## config.mk

```make
export PLATFORM = sky130hd
export DESIGN_NAME = key_click_decoder
export DESIGN_NICKNAME = d
export VERILOG_FILES = /design/src/rtl/key_click_decoder.sv
export SDC_FILE = /design/constraint.sdc
export NUM_CORES = 1
export LEC_CHECK = 0
export CAP_MARGIN = 20
export CELL_PAD_IN_SITES_DETAIL_PLACEMENT = 1
export CELL_PAD_IN_SITES_GLOBAL_PLACEMENT = 1
export CORE_UTILIZATION = 33
export DETAILED_ROUTE_END_ITERATION = 16
export PLACE_DENSITY = 0.73
export SYNTH_ARGS = -nofsm -noshare
export SYNTH_HDL_FRONTEND = slang
export SYNTH_SLANG_ARGS = --single-unit
export TNS_END_PERCENT = 50
```

## constraint.sdc

```tcl
create_clock -name clk_i -period 2.1 [get_ports clk_i]
set_clock_uncertainty 0.2 [all_clocks]
set_input_delay 0.42 -clock clk_i [delete_from_list [all_inputs] [get_ports clk_i]]
set_output_delay 0.42 -clock clk_i [all_outputs]
set_load 0.02 [all_outputs]
```

## src/rtl/key_click_decoder.sv

```systemverilog
`default_nettype none
// +--------------------------------------------------------------------------+
// | key_click_decoder: groups debounced press pulses into multi-click events |
// | Optional: KEY_CLICK_DROP_CNT_EN builds the saturating drop counter.      |
// | Revision: 1.0                                                            |
// +--------------------------------------------------------------------------+
module key_click_decoder #(
    parameter int CLK_FREQ   = 100_000_000,
    parameter int WINDOW_MS  = 300,
    parameter int MAX_CLICKS = 3
) (
    input  logic       clk_i,
    input  logic       rst,
    input  logic       press_i,
    output logic       evt_valid_o,
    output logic [2:0] evt_count_o,
    input  logic       evt_ready_i,
    output logic       drop_o,
    output logic [7:0] drop_cnt_o
);

    localparam int WINDOW_CYCLES = CLK_FREQ / 1000 * WINDOW_MS;
    localparam int TIMER_W       = $clog2(WINDOW_CYCLES);
    localparam logic [TIMER_W-1:0] c_TIMER_LAST = TIMER_W'(WINDOW_CYCLES - 1);
    localparam logic [3:0]         c_MAX        = 4'(MAX_CLICKS);

    typedef enum logic [1:0] {
        S_IDLE   = 2'd0,
        S_COUNT  = 2'd1,
        S_REPORT = 2'd2
    } state_t;

    state_t             r_state;
    logic [2:0]         r_cnt;
    logic [TIMER_W-1:0] r_timer;
    logic               r_evt_valid;
    logic [2:0]         r_evt_count;
    logic               r_drop;

    logic [3:0] w_cnt_inc;
    logic       w_reach_max;

    // Widened by one bit so the compare stays correct at MAX_CLICKS == 7
    assign w_cnt_inc   = {1'b0, r_cnt} + 4'd1;
    assign w_reach_max = (w_cnt_inc >= c_MAX);

    always_ff @(posedge clk_i or posedge rst) begin
        if (rst) begin
            r_state     <= S_IDLE;
            r_cnt       <= 3'd0;
            r_timer     <= '0;
            r_evt_valid <= 1'b0;
            r_evt_count <= 3'd0;
            r_drop      <= 1'b0;
        end else begin
            r_drop <= 1'b0;
            case (r_state)
                S_IDLE: begin
                    if (press_i) begin
                        r_cnt   <= 3'd1;
                        r_timer <= '0;
                        if (MAX_CLICKS == 1) begin
                            r_state     <= S_REPORT;
                            r_evt_valid <= 1'b1;
                            r_evt_count <= 3'd1;
                        end else begin
                            r_state <= S_COUNT;
                        end
                    end
                end
                S_COUNT: begin
                    // A press on the timeout edge wins and restarts the window
                    if (press_i && w_reach_max) begin
                        r_cnt       <= c_MAX[2:0];
                        r_state     <= S_REPORT;
                        r_evt_valid <= 1'b1;
                        r_evt_count <= c_MAX[2:0];
                    end else if (press_i) begin
                        r_cnt   <= w_cnt_inc[2:0];
                        r_timer <= '0;
                    end else if (r_timer == c_TIMER_LAST) begin
                        r_state     <= S_REPORT;
                        r_evt_valid <= 1'b1;
                        r_evt_count <= r_cnt;
                    end else begin
                        r_timer <= r_timer + TIMER_W'(1);
                    end
                end
                S_REPORT: begin
                    if (evt_ready_i) begin
                        r_evt_valid <= 1'b0;
                        if (press_i) begin
                            r_cnt   <= 3'd1;
                            r_timer <= '0;
                            r_state <= S_COUNT;
                        end else begin
                            r_state <= S_IDLE;
                        end
                    end else if (press_i) begin
                        r_drop <= 1'b1;
                    end
                end
                default: begin
                    r_state     <= S_IDLE;
                    r_evt_valid <= 1'b0;
                end
            endcase
        end
    end

    assign evt_valid_o = r_evt_valid;
    assign evt_count_o = r_evt_count;
    assign drop_o      = r_drop;

`ifdef KEY_CLICK_DROP_CNT_EN
    logic [7:0] r_drop_cnt;

    always_ff @(posedge clk_i or posedge rst) begin
        if (rst) begin
            r_drop_cnt <= 8'd0;
        end else if (r_drop && (r_drop_cnt != 8'hFF)) begin
            r_drop_cnt <= r_drop_cnt + 8'd1;
        end
    end

    assign drop_cnt_o = r_drop_cnt;
`else
    assign drop_cnt_o = 8'd0;
`endif

endmodule
`default_nettype wire

```

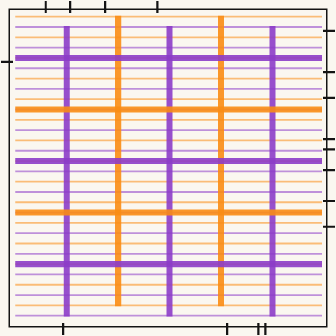
Run 1: power grid
Pins as bars on the die edge.
[VDD] orange
[VSS] purple
signal pins: 17
met1 rails: 30
met5 straps: 5
met4 straps: 5

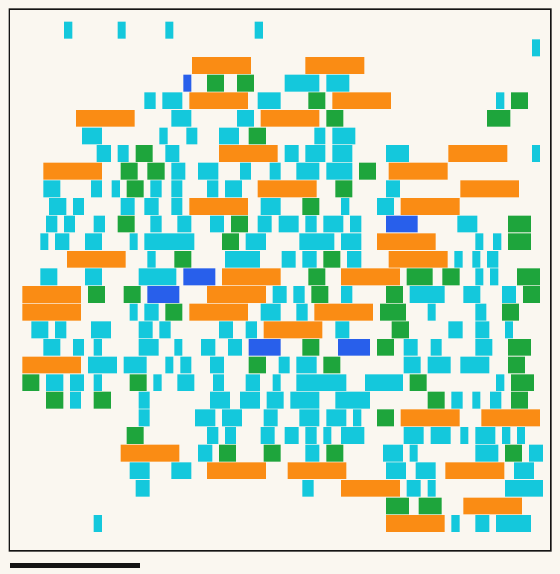
Run 1: placement by cell class
Scale bar: 20 µm.
[clock drivers and dummy loads] blue | cells: 6
[other buffers and delay cells] green | cells: 56
[all other logic] cyan | cells: 188
[flops] orange | cells: 35

==> highlights.md, run 1 <==
- **result of the run** finished, final reports clean
- **delay contributed by the slowest stage of the critical path** 0.40 ns
- **Hold Crit Depth** 2
- **sort of element at the end of the critical path** register
- **mean routed wirelength per cell** 17.8 µm
- **Lkg Pwr** 1.42 nW
- **maximum clock rate** 0.480 GHz
- **Logic pwr share** 42.9%
- **Critical Path RT** 2.07 ns
- **TritonCTS clock tree** done
- **largest net degree at the start of global routing** 36
- **top cells by area** sky130_fd_sc_hd__dfrtp_1 40%, sky130_fd_sc_hd__a211o_1 4.4%, sky130_fd_sc_hd__and3_1 3.7%
- **max reg flops** 25
- **area post-placement** 2590 µm²
- **Max FO, Critical Path** 5
- **hold slack** 0.283 ns
- **number of filler instances in the final layout** 733
- **count of hold buffers inserted by post-cts repair** 0
- **reported combinational group power** 0.000978 W
- **Clk Latency, worst-skew pair** 0.28 ns
- **global routing usage on met1** 24.7%
- **highest-delay cell along the critical path** sky130_fd_sc_hd__dfrtp_1
- **Setup Fix Bufs, Post-CTS** 0
- **cell with the most instances after synthesis** sky130_fd_sc_hd__dfrtp_1
- **PostCTS Resize Cnt** 5
- **Initial DRT Pass Iterations** 4
- **worst hold-check path type** reg2reg
- **Most flops, register** r_timer
- **met1 wire length** 2.96 mm
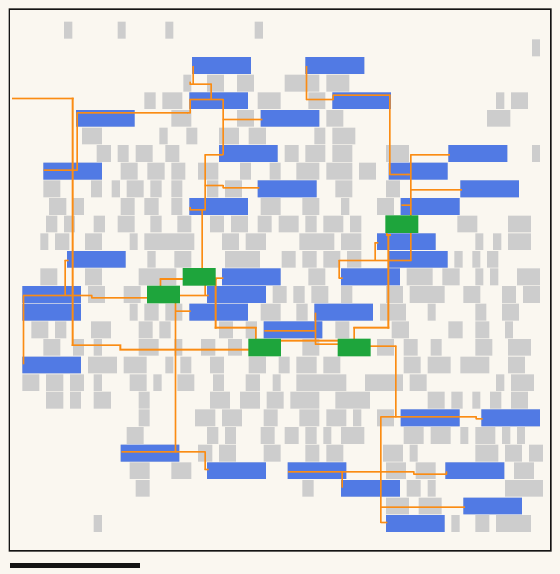
Run 1: routed clock nets over the placement
Scale bar: 20 µm.
[flip-flops] blue | count: 35
[clock wires] orange | length: 533 µm
[cells driving clock nets] green | count: 5
flops lie: spread over the die
routed clock nets: 6

--- run 2 (diff from run 1) ---
==> constraint.sdc (replaced) <==
create_clock -name clk_i -period 1.85 [get_ports clk_i]
set_clock_uncertainty 0.2 [all_clocks]
set_input_delay 0.37 -clock clk_i [delete_from_list [all_inputs] [get_ports clk_i]]
set_output_delay 0.37 -clock clk_i [all_outputs]
set_load 0.02 [all_outputs]
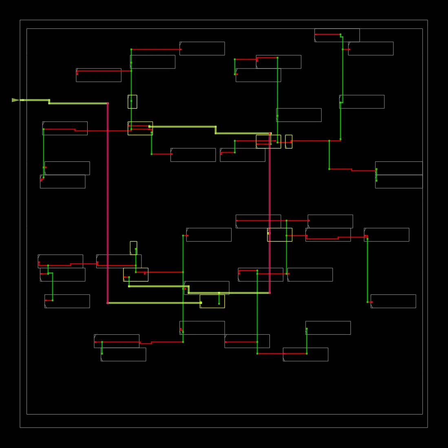
Run 2: the clock network
clock tree buffer count of the final layout: 7
number of clock buffers inserted by TritonCTS: 5
Clk Latency, worst-skew pair: 0.29 ns
flop count: 35
clock group total power: 0.000556 W

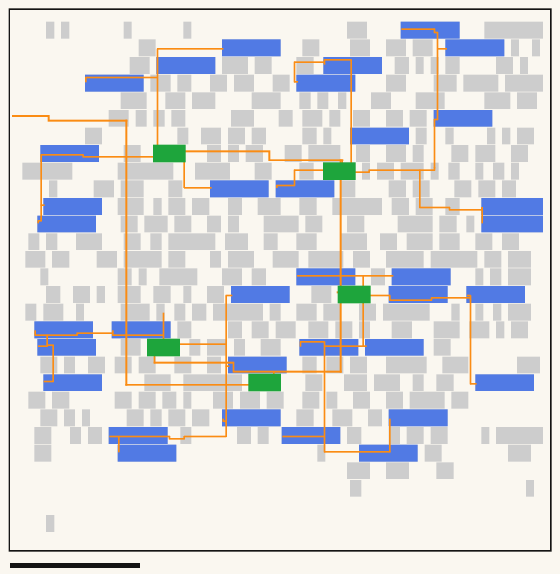
Run 2: routed clock nets over the placement
Scale bar: 20 µm.
[cells driving clock nets] green | count: 5
[clock wires] orange | length: 569 µm
[flip-flops] blue | count: 35
routed clock nets: 6

==> run 2 against run 1 <==
Net effect:
- the run now ends with setup timing left
- critical path depth up 2
- first-iteration DRC count is 10% lower
- die size stayed put
- register-to-register slack worse by 0.19 ns
- power grew 28%
- routed wire length increased by 8.3%
- sequential cell count is the same
- sequential power is 16% higher
- utilization rose by 6.6 points
- count of clock-buffer cells in the layout rose by 1
- non-clock buffer count rose by 26
- fmax rose by 3.2%
- critical path type unchanged
- largest power group unchanged
- highest routed layer unchanged
==> highlights.md, run 2 <==
- **PostCTS Resize Cnt** 23, +18
- **fraction of synthesis flops using an asynchronous set or reset pin** 100%
- **# Cells Yosys** 231
- **Max FO, Critical Path** 9, +4
- **utilization after layout** 50.3%
- **Initial DRT Pass Iterations** 4, unchanged
- **area reported by Yosys stat** 2180 µm²
- **Logic pwr share** 47.2%, +4.3 points
- **max reg flops** 25, unchanged
- **cell with the most instances after synthesis** sky130_fd_sc_hd__dfrtp_1
- **XOR/XNOR Fraction of Synth Area** 0.802%
- **met1 wire length** 3.19 mm, +7.7%
- **Register Area** 878 µm²
- **Lkg Pwr** 1.59 nW, +12%
- **I/O pin count** 17
- **mean routed wirelength per cell** 17.9 µm, +0.74%
- **area post-placement** 2770 µm², +6.9%
- **worst hold-check path type** in2async
- **GR Util met2** 34.5%
- **failing checks** setup timing
- **largest net degree at the start of global routing** 36, unchanged
- **sort of element at the end of the critical path** register
- **number of slew-limit violations in the final report** 0
- **maximum clock rate** 0.496 GHz, +3.2%
- **layout overhead on the synthesized area** 47.0%
- **number of filler instances in the final layout** 715, -2.5%
- **result of the run** finished with violations
- **top cells by area** sky130_fd_sc_hd__dfrtp_1 40%, sky130_fd_sc_hd__a211o_1 4.4%, sky130_fd_sc_hd__and3_1 3.7%
- **global routing usage on met1** 26.1%, +1.4 points
- **Most flops, register** r_timer
- **delay contributed by the slowest stage of the critical path** 0.40 ns, about the same
- **Critical Path RT** 1.83 ns, -0.24 ns
- **post-synthesis share of cell area spent on and, or, nand and nor gates** 29.0%
- **critical path, cell by cell** ha_2 -> and3_4 -> nand4_4 -> o21ai_4 -> buf_12 -> buf_4 -> o21a_4 -> a211o_1
- **vias in the first global route** 2222
- **highest-delay cell along the critical path** sky130_fd_sc_hd__dfrtp_1
- **first-pass GRT wire length** 11.1 mm
- **share of the clock period used by the worst path after layout** 109%
- **Final Worst Setup Slack** -0.167 ns
- **count of hold buffers inserted by post-cts repair** 0, unchanged
- **Iter 0 DRT Violations** 89
- **hold slack** 0.236 ns, -0.0469 ns
- **Setup Fix Bufs, Post-CTS** 3, +3
- **reported combinational group power** 0.00137 W, +40%
- **final tally of setup violations** 28
- **TritonCTS clock tree** done
Power is estimated from default activity; no workload was simulated.
